## config.mk

```make
export PLATFORM = sky130hd
export DESIGN_NAME = mc_controller
export DESIGN_NICKNAME = d
export VERILOG_FILES = /design/src/rtl/mc_pkg.sv /design/src/rtl/mc_decode.sv /design/src/rtl/mc_controller.sv
export SDC_FILE = /design/constraint.sdc
export NUM_CORES = 1
export LEC_CHECK = 0
export ABC_AREA = 1
export CAP_MARGIN = 20
export CELL_PAD_IN_SITES_DETAIL_PLACEMENT = 1
export CELL_PAD_IN_SITES_GLOBAL_PLACEMENT = 1
export CORE_UTILIZATION = 28
export CTS_BUF_LIST = sky130_fd_sc_hd__clkbuf_4
export DETAILED_ROUTE_END_ITERATION = 12
export GPL_TIMING_DRIVEN = 0
export PLACE_DENSITY_LB_ADDON = 0.1
export SLEW_MARGIN = 20
export SYNTH_ARGS = -nofsm -noshare
export SYNTH_HDL_FRONTEND = slang
export SYNTH_SLANG_ARGS = --single-unit
```

## constraint.sdc

```tcl
create_clock -name clk -period 1.65 [get_ports clk]
set_input_delay 0.33 -clock clk [delete_from_list [all_inputs] [get_ports clk]]
set_output_delay 0.33 -clock clk [all_outputs]
set_load 0.1 [all_outputs]
```

## src/rtl/mc_pkg.sv

```systemverilog
// Shared encodings for the multi-cycle MIPS controller: FSM states, ALUOp codes,
// opcode/funct constants, instruction classes and control bundles.
package mc_pkg;

   localparam int unsigned INSTR_W = 32;
   localparam int unsigned OP_W    = 6;
   localparam int unsigned FN_W    = 6;
   localparam int unsigned CNT_W   = 4;
   localparam int unsigned STATE_W = 3;
   localparam int unsigned ALUOP_W = 3;

   typedef enum logic [STATE_W-1:0] {
      S_FETCH  = 3'd0,
      S_DECODE = 3'd1,
      S_EXEC   = 3'd2,
      S_MEM    = 3'd3,
      S_WB     = 3'd4,
      S_HALT   = 3'd5
   } state_e;

   // ALU operation codes, shared with the datapath ALU
   typedef enum logic [ALUOP_W-1:0] {
      ALU_ADD   = 3'd0,
      ALU_SUB   = 3'd1,
      ALU_OR    = 3'd2,
      ALU_PASSB = 3'd3
   } aluop_e;

   localparam logic [OP_W-1:0] OP_RTYPE = 6'b000000;
   localparam logic [OP_W-1:0] OP_ORI   = 6'b001101;
   localparam logic [OP_W-1:0] OP_LW    = 6'b100011;
   localparam logic [OP_W-1:0] OP_SW    = 6'b101011;
   localparam logic [OP_W-1:0] OP_BEQ   = 6'b000100;
   localparam logic [OP_W-1:0] OP_BGTZ  = 6'b000111;
   localparam logic [OP_W-1:0] OP_LUI   = 6'b001111;
   localparam logic [OP_W-1:0] OP_JAL   = 6'b000011;

   localparam logic [FN_W-1:0] FN_ADDU = 6'b100001;
   localparam logic [FN_W-1:0] FN_SUBU = 6'b100011;
   localparam logic [FN_W-1:0] FN_JR   = 6'b001000;

   typedef enum logic [3:0] {
      IC_NONE = 4'd0,
      IC_ADDU = 4'd1,
      IC_SUBU = 4'd2,
      IC_JR   = 4'd3,
      IC_ORI  = 4'd4,
      IC_LW   = 4'd5,
      IC_SW   = 4'd6,
      IC_BEQ  = 4'd7,
      IC_BGTZ = 4'd8,
      IC_LUI  = 4'd9,
      IC_JAL  = 4'd10
   } iclass_e;

   typedef struct packed {
      aluop_e aluop;
      logic   alu_src;
      logic   sign_ext;
      logic   lui_ext;
   } alu_ctl_t;

   typedef struct packed {
      logic     pc_write;
      logic     ir_write;
      logic     reg_dst;
      logic     mem_to_reg;
      logic     beq;
      logic     bgtz;
      logic     jal;
      logic     jr;
      logic     gpr_write;
      logic     dm_write;
      logic     done;
      logic     halt;
      alu_ctl_t alu;
   } ctl_t;

   // ALU operand/operation selection for each instruction class
   function automatic alu_ctl_t alu_ctl(input iclass_e ic);
      alu_ctl_t a;
      a = '0;
      case (ic)
         IC_SUBU: a.aluop = ALU_SUB;
         IC_BEQ: begin
            a.aluop    = ALU_SUB;
            a.sign_ext = 1'b1;
         end
         IC_ORI: begin
            a.aluop   = ALU_OR;
            a.alu_src = 1'b1;
         end
         IC_LW, IC_SW: begin
            a.alu_src  = 1'b1;
            a.sign_ext = 1'b1;
         end
         IC_LUI: begin
            a.aluop   = ALU_PASSB;
            a.alu_src = 1'b1;
            a.lui_ext = 1'b1;
         end
         default: ;
      endcase
      return a;
   endfunction

endpackage

```

## src/rtl/mc_decode.sv

```systemverilog
// Combinational opcode/funct to instruction-class decode.
module mc_decode
   import mc_pkg::*;
(
   input  logic [OP_W-1:0] opcode_i,
   input  logic [FN_W-1:0] funct_i,
   output iclass_e         iclass_o
);

   always_comb begin
      iclass_o = IC_NONE;
      case (opcode_i)
         OP_RTYPE: begin
            case (funct_i)
               FN_ADDU: iclass_o = IC_ADDU;
               FN_SUBU: iclass_o = IC_SUBU;
               FN_JR:   iclass_o = IC_JR;
               default: iclass_o = IC_NONE;
            endcase
         end
         OP_ORI:  iclass_o = IC_ORI;
         OP_LW:   iclass_o = IC_LW;
         OP_SW:   iclass_o = IC_SW;
         OP_BEQ:  iclass_o = IC_BEQ;
         OP_BGTZ: iclass_o = IC_BGTZ;
         OP_LUI:  iclass_o = IC_LUI;
         OP_JAL:  iclass_o = IC_JAL;
         default: iclass_o = IC_NONE;
      endcase
   end

endmodule

```

## src/rtl/mc_controller.sv

```systemverilog
// Multi-cycle MIPS subset controller: Moore FSM FETCH/DECODE/EXEC/MEM/WB(/HALT).
// Define MC_ILLEGAL_TRAP_EN to trap unrecognised instructions in HALT until reset.
module mc_controller
   import mc_pkg::*;
#(
   parameter int unsigned MEM_LAT = 1
) (
   input  logic               clk,
   input  logic               reset,
   input  logic [INSTR_W-1:0] Instr,
   output logic               PC_Write,
   output logic               IR_Write,
   output logic               RegDst,
   output logic               AluSrc,
   output logic               MemToReg,
   output logic               beq,
   output logic               bgtz,
   output logic               jal,
   output logic               jr,
   output logic               GPR_Write,
   output logic               DM_Write,
   output logic               LuiExt,
   output logic               SignExt,
   output logic [ALUOP_W-1:0] ALUOp,
   output logic [STATE_W-1:0] state,
   output logic               done,
   output logic               halt
);

   localparam logic [CNT_W-1:0] MEM_LOAD = CNT_W'(MEM_LAT - 1);

   state_e           state_q, state_d;
   logic [CNT_W-1:0] cnt_q, cnt_d;
   logic [OP_W-1:0]  opcode_q;
   logic [FN_W-1:0]  funct_q;
   logic             nop_q;
   iclass_e          iclass;
   alu_ctl_t         alu_c;
   ctl_t             ctl_c;
   ctl_t             ctl;

   mc_decode u_decode (
      .opcode_i (opcode_q),
      .funct_i  (funct_q),
      .iclass_o (iclass)
   );

   // State, MEM counter and the instruction fields latched during FETCH
   always_ff @(posedge clk or negedge reset) begin
      if (!reset) begin
         state_q  <= S_FETCH;
         cnt_q    <= '0;
         opcode_q <= '0;
         funct_q  <= '0;
         nop_q    <= 1'b0;
      end else begin
         state_q <= state_d;
         cnt_q   <= cnt_d;
         if (ctl_c.ir_write) begin
            opcode_q <= Instr[INSTR_W-1 -: OP_W];
            funct_q  <= Instr[FN_W-1:0];
            nop_q    <= (Instr == '0);
         end
      end
   end

   always_comb begin
      state_d = state_q;
      cnt_d   = cnt_q;
      ctl_c   = '0;
      alu_c   = alu_ctl(iclass);
      case (state_q)
         S_FETCH: begin
            ctl_c.pc_write = 1'b1;
            ctl_c.ir_write = 1'b1;
            state_d        = S_DECODE;
         end
         S_DECODE: begin
            if (nop_q) begin
               ctl_c.done = 1'b1;
               state_d    = S_FETCH;
            end else if (iclass != IC_NONE) begin
               state_d = S_EXEC;
            end else begin
`ifdef MC_ILLEGAL_TRAP_EN
               state_d = S_HALT;
`else
               ctl_c.done = 1'b1;
               state_d    = S_FETCH;
`endif
            end
         end
         S_EXEC: begin
            ctl_c.alu = alu_c;
            case (iclass)
               IC_BEQ: begin
                  ctl_c.beq  = 1'b1;
                  ctl_c.done = 1'b1;
                  state_d    = S_FETCH;
               end
               IC_BGTZ: begin
                  ctl_c.bgtz = 1'b1;
                  ctl_c.done = 1'b1;
                  state_d    = S_FETCH;
               end
               IC_JR: begin
                  ctl_c.jr   = 1'b1;
                  ctl_c.done = 1'b1;
                  state_d    = S_FETCH;
               end
               IC_JAL: begin
                  ctl_c.jal       = 1'b1;
                  ctl_c.gpr_write = 1'b1;
                  ctl_c.done      = 1'b1;
                  state_d         = S_FETCH;
               end
               IC_LW, IC_SW: begin
                  cnt_d   = MEM_LOAD;
                  state_d = S_MEM;
               end
               default: state_d = S_WB;
            endcase
         end
         S_MEM: begin
            // ALU controls held so the memory address stays stable
            ctl_c.alu = alu_c;
            if (cnt_q == '0) begin
               if (iclass == IC_SW) begin
                  ctl_c.dm_write = 1'b1;
                  ctl_c.done     = 1'b1;
                  state_d        = S_FETCH;
               end else begin
                  state_d = S_WB;
               end
            end else begin
               cnt_d = cnt_q - CNT_W'(1);
            end
         end
         S_WB: begin
            ctl_c.alu        = alu_c;
            ctl_c.gpr_write  = 1'b1;
            ctl_c.done       = 1'b1;
            ctl_c.reg_dst    = (iclass == IC_ADDU) || (iclass == IC_SUBU);
            ctl_c.mem_to_reg = (iclass == IC_LW);
            state_d          = S_FETCH;
         end
         S_HALT: begin
`ifdef MC_ILLEGAL_TRAP_EN
            ctl_c.halt = 1'b1;
            state_d    = S_HALT;
`else
            state_d    = S_FETCH;
`endif
         end
         default: state_d = S_FETCH;
      endcase
   end

   // Reset forces every control low, including the FETCH strobes
   assign ctl = reset ? ctl_c : '0;

   assign PC_Write  = ctl.pc_write;
   assign IR_Write  = ctl.ir_write;
   assign RegDst    = ctl.reg_dst;
   assign AluSrc    = ctl.alu.alu_src;
   assign MemToReg  = ctl.mem_to_reg;
   assign beq       = ctl.beq;
   assign bgtz      = ctl.bgtz;
   assign jal       = ctl.jal;
   assign jr        = ctl.jr;
   assign GPR_Write = ctl.gpr_write;
   assign DM_Write  = ctl.dm_write;
   assign LuiExt    = ctl.alu.lui_ext;
   assign SignExt   = ctl.alu.sign_ext;
   assign ALUOp     = ctl.alu.aluop;
   assign done      = ctl.done;
   assign halt      = ctl.halt;
   assign state     = state_q;

endmodule

```

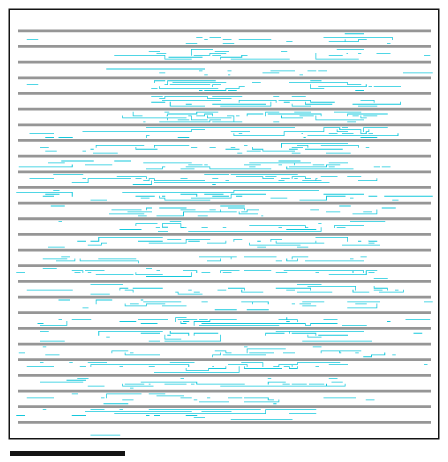
*The metal 1 layer, run 1*
Scale bar: 20 µm. Supply wires on this layer in grey.
longest straight run: 30.4 µm
wire length on this layer: 2070 µm
nets with wire on the layer: 263
share of all routed wire: 40%
main direction: horizontal

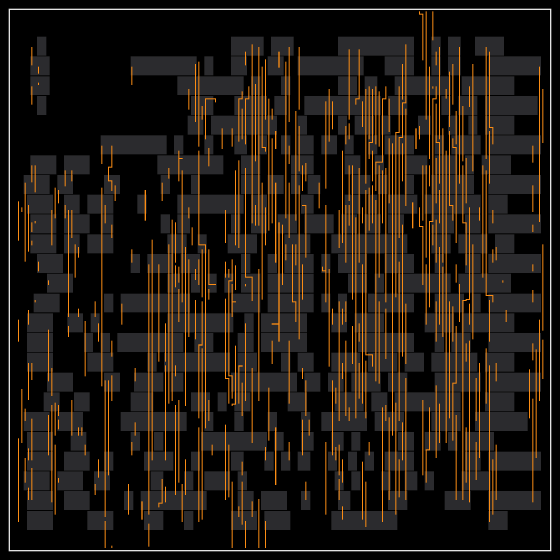
*The metal 2 layer, run 1*
wire length on this layer: 2830 µm
main direction: vertical

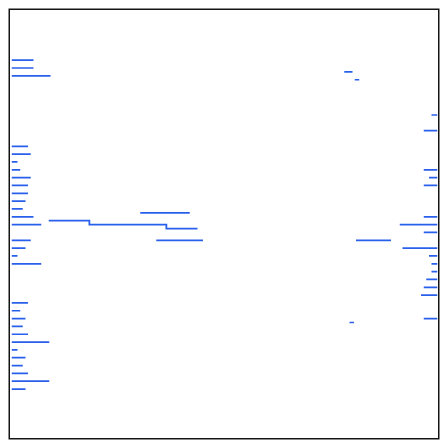
*The metal 3 layer, run 1*
share of all routed wire: 3.3%
main direction: horizontal
vias: 1661
Routed Wire Length: 5160 µm

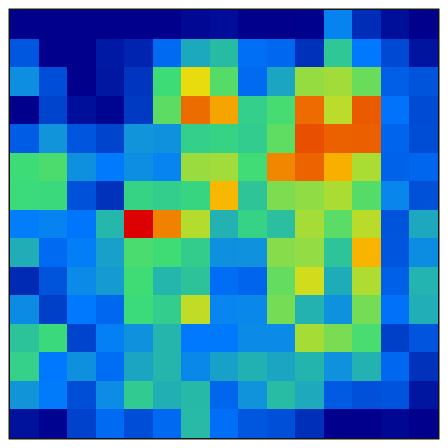
*Signal metal coverage by tile, run 1*
The die is cut into 15 by 15 equal tiles; dark blue is low, red is high, scaled to the fullest tile. Values are wire area over tile area, all layers added.
mean over tiles: 0.14
fullest tile: 0.43
emptiest ninth of the die: top left
nearly empty tiles: 9.3%
tiles over half the peak: 23%
Routed wire per std cell: 14.8 µm
Tot GR Track Use: 18.6%

==> changes_impl.md, run 1 <==
### Implementation results

* Sequential share of power at roughly a quarter
* Top-area cell type share of the netlist area at 34.2%
* Yosys Chip Area at approximately 0.0015 mm²
* Outcome: complete, but fails checks
* Endpoints failing setup at 16
* Adder share at 1.71%
* FF/Latch Area at 513 µm²
* Final period utilization at 150%
* Unrepaired setup endpoints after global routing: true
* Final Hold Violation Tally at 0
* Crit path DAT at roughly 2200 ps
* Worst hold path type: register to register
* Combinational power at 2590 µW
* Setup ws final at -828 ps
* Vias in the first global route at roughly 1600
* Drc violations at 0
* Cell count of the worst hold path at 2
* DP HPWL at 3460 µm
* Xor/xnor share of the synthesized area at less than 1%
* P_sw at 2070 µW
* CTS Hold Bufs at 0
* Pwr dens at 1370 mW/mm²
* Crit path from: opcode_q[2]
* FFs w/ async S/R, synth at 100%
* P_seq at just under 900 µW
* Antenna violations before repair at 0
* Vias/cell at 4.76
* Total die size at 0.00553 mm²
* Clk sinks at 20
* Root buffer cell: clkbuf_4
* Seq/Total Area, Yosys at between 30% and 40%
* Post CTS Setup Buffer Count at 13
* Violated checks: setup timing
* Yosys aoi share at 10.3%
* Synth Cell Area at 0.00147 mm²
* Most used DFF post-synth: dfrtp_1
* R2r endpoint: nop_q
* Logic cell area at 0.00108 mm²
* Delay-heaviest family, CP: simple AND/OR/NAND/NOR gates
* Worst skew pair latency at 310 ps
* Number of synthesis warnings at 0
* Crit path buf inv count at 3
* Final Cell Area at 0.00273 mm²
* Largest cells by area after synthesis: dfrtp_1 34%, nand2_1 12%, inv_1 6.4%, nor2_1 5.9%, nor4_1 3.8%
* Hold EP: funct_q[2]
* Top-count cell post-synth: nand2_1
* CP cell instances: inv_2 -> nor2_2 -> nand3_4 -> nand2_1 -> nor2_2 -> nand2_4 -> buf_4 -> nor2_4 -> nand2_2 -> a31oi_4 -> buf_12
* Cell Type Count at 31
* R2r worst-path depth at 8
## run 1: final cells by class
type,instances,area share (%)
plain buffers,4,1.56
clock buffers,4,1.10
inverters,34,5.55
multi-input cells,147,39.7
flip-flops and latches,20,18.8
well taps,67,3.07
repair buffers,73,30.2
## run 1: metrics by stage
step	instances	util [%]	setup slack [ps]
final	349	55.9	-828
after global placement	325	45.7	-2470
after detailed placement	325	45.7	-2520
after CTS	341	52.2	-757
after floorplan	206	-	-1480
after global routing	349	55.9	-939
## run 1: placed cells by master, fill, tap and decap left out, types with 2 or more instances in the layout
cell              n
nand2_1          37
inv_4             3
buf_2             3
inv_1            18
inv_2             9
clkdlybuf4s50_1  32
nand2_2          10
conb_1            2
a21oi_1           3
dfrtp_1          16
ha_1              2
nor2_4           16
buf_4            17
nand3_4           7
nand3_1           5
nand2_4           7
a31oi_4           2
a21oi_2           3
clkbuf_4          6
nor2_2            6
clkinvlp_4        3
nand4_1           4
nor4_1            8
o22ai_1           3
buf_12           15
buf_6             7
nor2_1           12
dfrtp_4           3
o21ai_0           7
nand3_2           2
## run 1: worst register-to-register path: stages (launching register included)
cell,delay [ps]
dfrtp_4,530
nor2_1,110
inv_1,80
nor2_4,210
inv_6,70
buf_6,150
nor2_4,80
nand4_1,100
o22ai_1,150
## run 1: flip-flops by register name, indices dropped and copies added (netlist names)
name	cells
nop_q	1
cnt_q	4
opcode_q	6
funct_q	6
state	3
## run 1: logic make-up after synthesis
family	Yosys count
buffers and inverters	39
AND-OR/OR-AND	23
AND/OR/NAND/NOR	119
flip-flops	20
adder cells (fa/ha/maj)	2
XOR/XNOR	1
other	1
## run 1: per-layer routing
metal,part of all wire (%),vias to the layer above,global-route usage (%)
met5,0,-,0
met1,40,789,22.8
met3,3.2,6,2.03
li1,-,812,-
met2,55,54,34.8
met4,1.9,0,4.40
--- run 2 (diff from run 1) ---
--- a/config.mk
+++ b/config.mk
@@ -9,9 +9,11 @@
 export CAP_MARGIN = 20
 export CELL_PAD_IN_SITES_DETAIL_PLACEMENT = 1
 export CELL_PAD_IN_SITES_GLOBAL_PLACEMENT = 1
+export CORE_ASPECT_RATIO = 1.5
 export CORE_UTILIZATION = 28
 export CTS_BUF_LIST = sky130_fd_sc_hd__clkbuf_4
 export DETAILED_ROUTE_END_ITERATION = 12
+export GPL_ROUTABILITY_DRIVEN = 0
 export GPL_TIMING_DRIVEN = 0
 export PLACE_DENSITY_LB_ADDON = 0.1
 export SLEW_MARGIN = 20
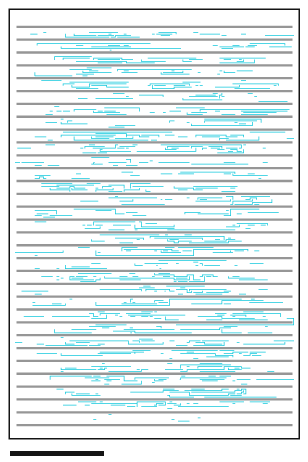
*The metal 1 layer, run 2*
Scale bar: 20 µm. Supply wires on this layer in grey.
wire length on this layer: 2380 µm
share of all routed wire: 35%
longest straight run: 25.3 µm

==> changes_impl.md, run 2 <==
### Implementation results

* Outcome: complete, but fails checks
* Setup ws final at -861 ps (-33.1 ps)
* Placed Cells at 324 (-0.31%)
* Violated checks: setup timing
* Tot GR Track Use at 19.8% (+1.2 points)
* Drc violations at 0 (unchanged)
* Pwr dens at 1480 mW/mm² (+8.0%)
* Synth Cell Area at 0.00147 mm² (unchanged)
* P_seq at 897 µW (+1%)
* Antenna violations before repair at 0 (unchanged)
* Seq/Total Area, Yosys at 34.2% (unchanged)
* Endpoints failing setup at 17 (+1)
* Root buffer cell: clkbuf_4
* Number of synthesis warnings at 0 (unchanged)
* Unrepaired setup endpoints after global routing: true
* Clk sinks at 20 (unchanged)
* CP cell instances: nor2_4 -> buf_6 -> buf_4 -> nand3_2 -> nand2_1 -> inv_1 -> nand2_1 -> a21oi_2 -> a21oi_2 -> buf_12
* Worst skew pair latency at 320 ps (about the same)
* DP HPWL at 3460 µm (+0.21%)
* Worst hold path type: register to register
run 2: cell counts after synthesis:
Identical to the previous run, type by type.
run 2: worst paths after layout:
| kind | slack, ps | depth (start not counted) | startpoint | end |
|---|---|---|---|---|
| worst max-delay path | -860 | 10 | opcode_q[4] | done |
| max in group asynchronous | 610 | 2 | reset | state[1] |
| worst min register to register | 530 | 2 | funct_q[4] | funct_q[4] |
| min in group asynchronous | 590 | 2 | reset | state[2] |
| worst min-delay path | 530 | 2 | funct_q[4] | funct_q[4] |
| worst max register to register | -30 | 9 | state[0] | cnt_q[0] |
run 2: through the flow:
stage / util (%) / setup WS (ps)
3_5_place_dp: 45.2 / -2470
4_1_cts: 53.1 / -747
3_3_place_gp: 45.2 / -2460
2_1_floorplan: - / -1480
5_1_grt: 59.9 / -996
6_report: 59.9 / -861
run 2: layer usage:
metal	share of wire [%]	vias up	global-route usage [%]
met5	0	-	0
met4	4.4	0	9.09
met3	3.1	20	2.44
met2	57	69	37.5
met1	35	886	19.9
li1	-	855	-
run 2: what timing repair did:
item | in CTS | in global routing
buffers inserted | 14 | 27
pin swaps | 15 | 22
endpoints found under the hold margin | 12 | 0
hold buffers | 2 | 0
endpoints found under the setup margin | 19 | 19
gates resized | 187 | 41
run 2: cell families after synthesis:
kind of cell | count (synthesis) | share of synthesized area [%]
buf+inv | 39 | 10.8
fa+ha+maj | 2 | 1.71
simple gates | 119 | 42.2
compound gates | 23 | 10.3
xor+xnor | 1 | 0.598
flops | 20 | 34.2
other cells | 1 | 0.256
run 2: area by class of cell:
type	instances	area (µm²)
Clock inverter	1	30.0
Inverter	34	159
Timing Repair Buffer	95	1010
Multi-Input combinational cell	147	1100
Sequential cell	20	513
Buffer	4	42.5
Clock buffer	3	22.5
Fill cell	582	1970
Tap cell	66	82.6
--- run 3 (diff from run 2) ---
--- a/config.mk
+++ b/config.mk
@@ -15,6 +15,7 @@
 export DETAILED_ROUTE_END_ITERATION = 12
 export GPL_ROUTABILITY_DRIVEN = 0
 export GPL_TIMING_DRIVEN = 0
+export MAX_ROUTING_LAYER = met4
 export PLACE_DENSITY_LB_ADDON = 0.1
 export SLEW_MARGIN = 20
 export SYNTH_ARGS = -nofsm -noshare
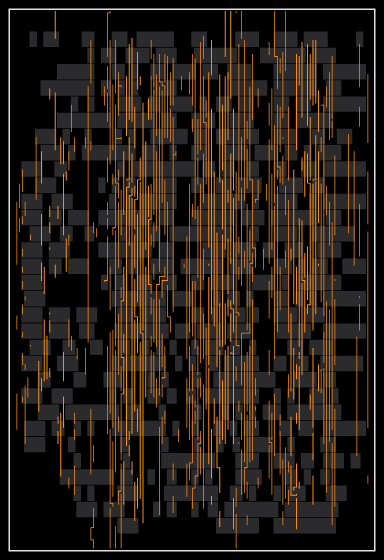
*The metal 2 layer, run 3*
main direction: vertical
nets with wire on the layer: 308
longest straight run: 43.3 µm
wire length on this layer: 3670 µm

==> changes_impl.md, run 3 <==
### Implementation results

* Outcome: complete, but fails checks
* Violated checks: setup timing
* Endpoints failing setup at 18 (+1)
* Synth Cell Area at 0.00147 mm² (unchanged)
* Fin util at 59.5% (-0.46 points)
* DP Worst Slack at -2470 ps (unchanged)
* Gr busiest metal: met2
* Placed Cells at 324 (unchanged)
* Tot GR Track Use at 20.3% (+0.46 points)
* Number of synthesis warnings at 0 (unchanged)
* Setup ws final at -904 ps (-42.9 ps)
* Xor/xnor share of the synthesized area at 0.598% (unchanged)
* DP HPWL at 3460 µm (unchanged)
* Clk sinks at 20 (unchanged)
* Yosys aoi share at 10.3% (unchanged)
* M2 GR Usage at 37.7% (+0.18 points)
* Drc violations at 0 (unchanged)
* R2r setup slk at -90 ps (-60 ps)
* Antenna violations before repair at 0 (unchanged)
* Worst skew pair latency at 310 ps (about the same)
* Top Layer Used: met4
* Met3 wire len at 178 µm (-14%)
* GR Util met3 at 2.29% (-0.14 points)
* Met1 usage at 19.6% (-0.27 points)
* Adder share at 1.71% (unchanged)
* M1 WL at 2200 µm (-7.2%)
* Worst hold path type: register to register
* Multiplexer share at 0% (unchanged)
run 3: cell counts after synthesis:
No cell type changed its count.
run 3: worst min-delay path, stage by stage, from the launching register on:
cell and delay (ps):
dfrtp_1 410, nand2_1 60, nand2_1 50
run 3: kinds of logic (layout without fill, tap and decap cells):
| kind of cell | count (synthesis) | count (layout) |
|---|---|---|
| fa+ha+maj | 2 | 2 |
| other cells | 1 | 2 |
| flops | 20 | 20 |
| simple gates | 119 | 119 |
| compound gates | 23 | 23 |
| buf+inv | 39 | 132 |
| xor+xnor | 1 | 1 |
run 3: final timing paths:
path / depth (start not counted) / endpoint / from
setup / recovery: 12 / done / opcode_q[4]
hold / removal: 2 / funct_q[4] / funct_q[4]
setup reg to reg: 11 / state[1] / opcode_q[4]
hold reg to reg: 2 / funct_q[4] / funct_q[4]
max in group asynchronous: 2 / state[1] / reset
min in group asynchronous: 2 / state[2] / reset
run 3: layout make-up:
class | instances | area (µm²) | share of cell area (%)
Clock inverter | 1 | 30.0 | 1.03
Inverter | 34 | 151 | 5.17
Buffer | 4 | 40.0 | 1.37
Multi-Input combinational cell | 147 | 1100 | 37.7
Sequential cell | 20 | 512 | 17.5
Timing Repair Buffer | 90 | 986 | 33.7
Tap cell | 66 | 82.6 | 2.82
Clock buffer | 3 | 22.5 | 0.769
run 3: power by group through the flow:
stage	clock, µW	sequential (µW)	combinational [µW]
3_5_place_dp	0	880	2000
5_1_grt	453	904	3170
2_1_floorplan	0	1010	1380
4_1_cts	422	877	2360
3_3_place_gp	0	866	1970
6_report	425	885	3000
run 3: repair_timing:
item / CTS / global route
buffers inserted: 14 / 22
gates resized: 187 / 36
hold endpoints to repair: 12 / 0
setup endpoints to repair: 19 / 19
hold buffers: 2 / 0
pin swaps: 15 / 25
Power is estimated from default activity; no workload was simulated.
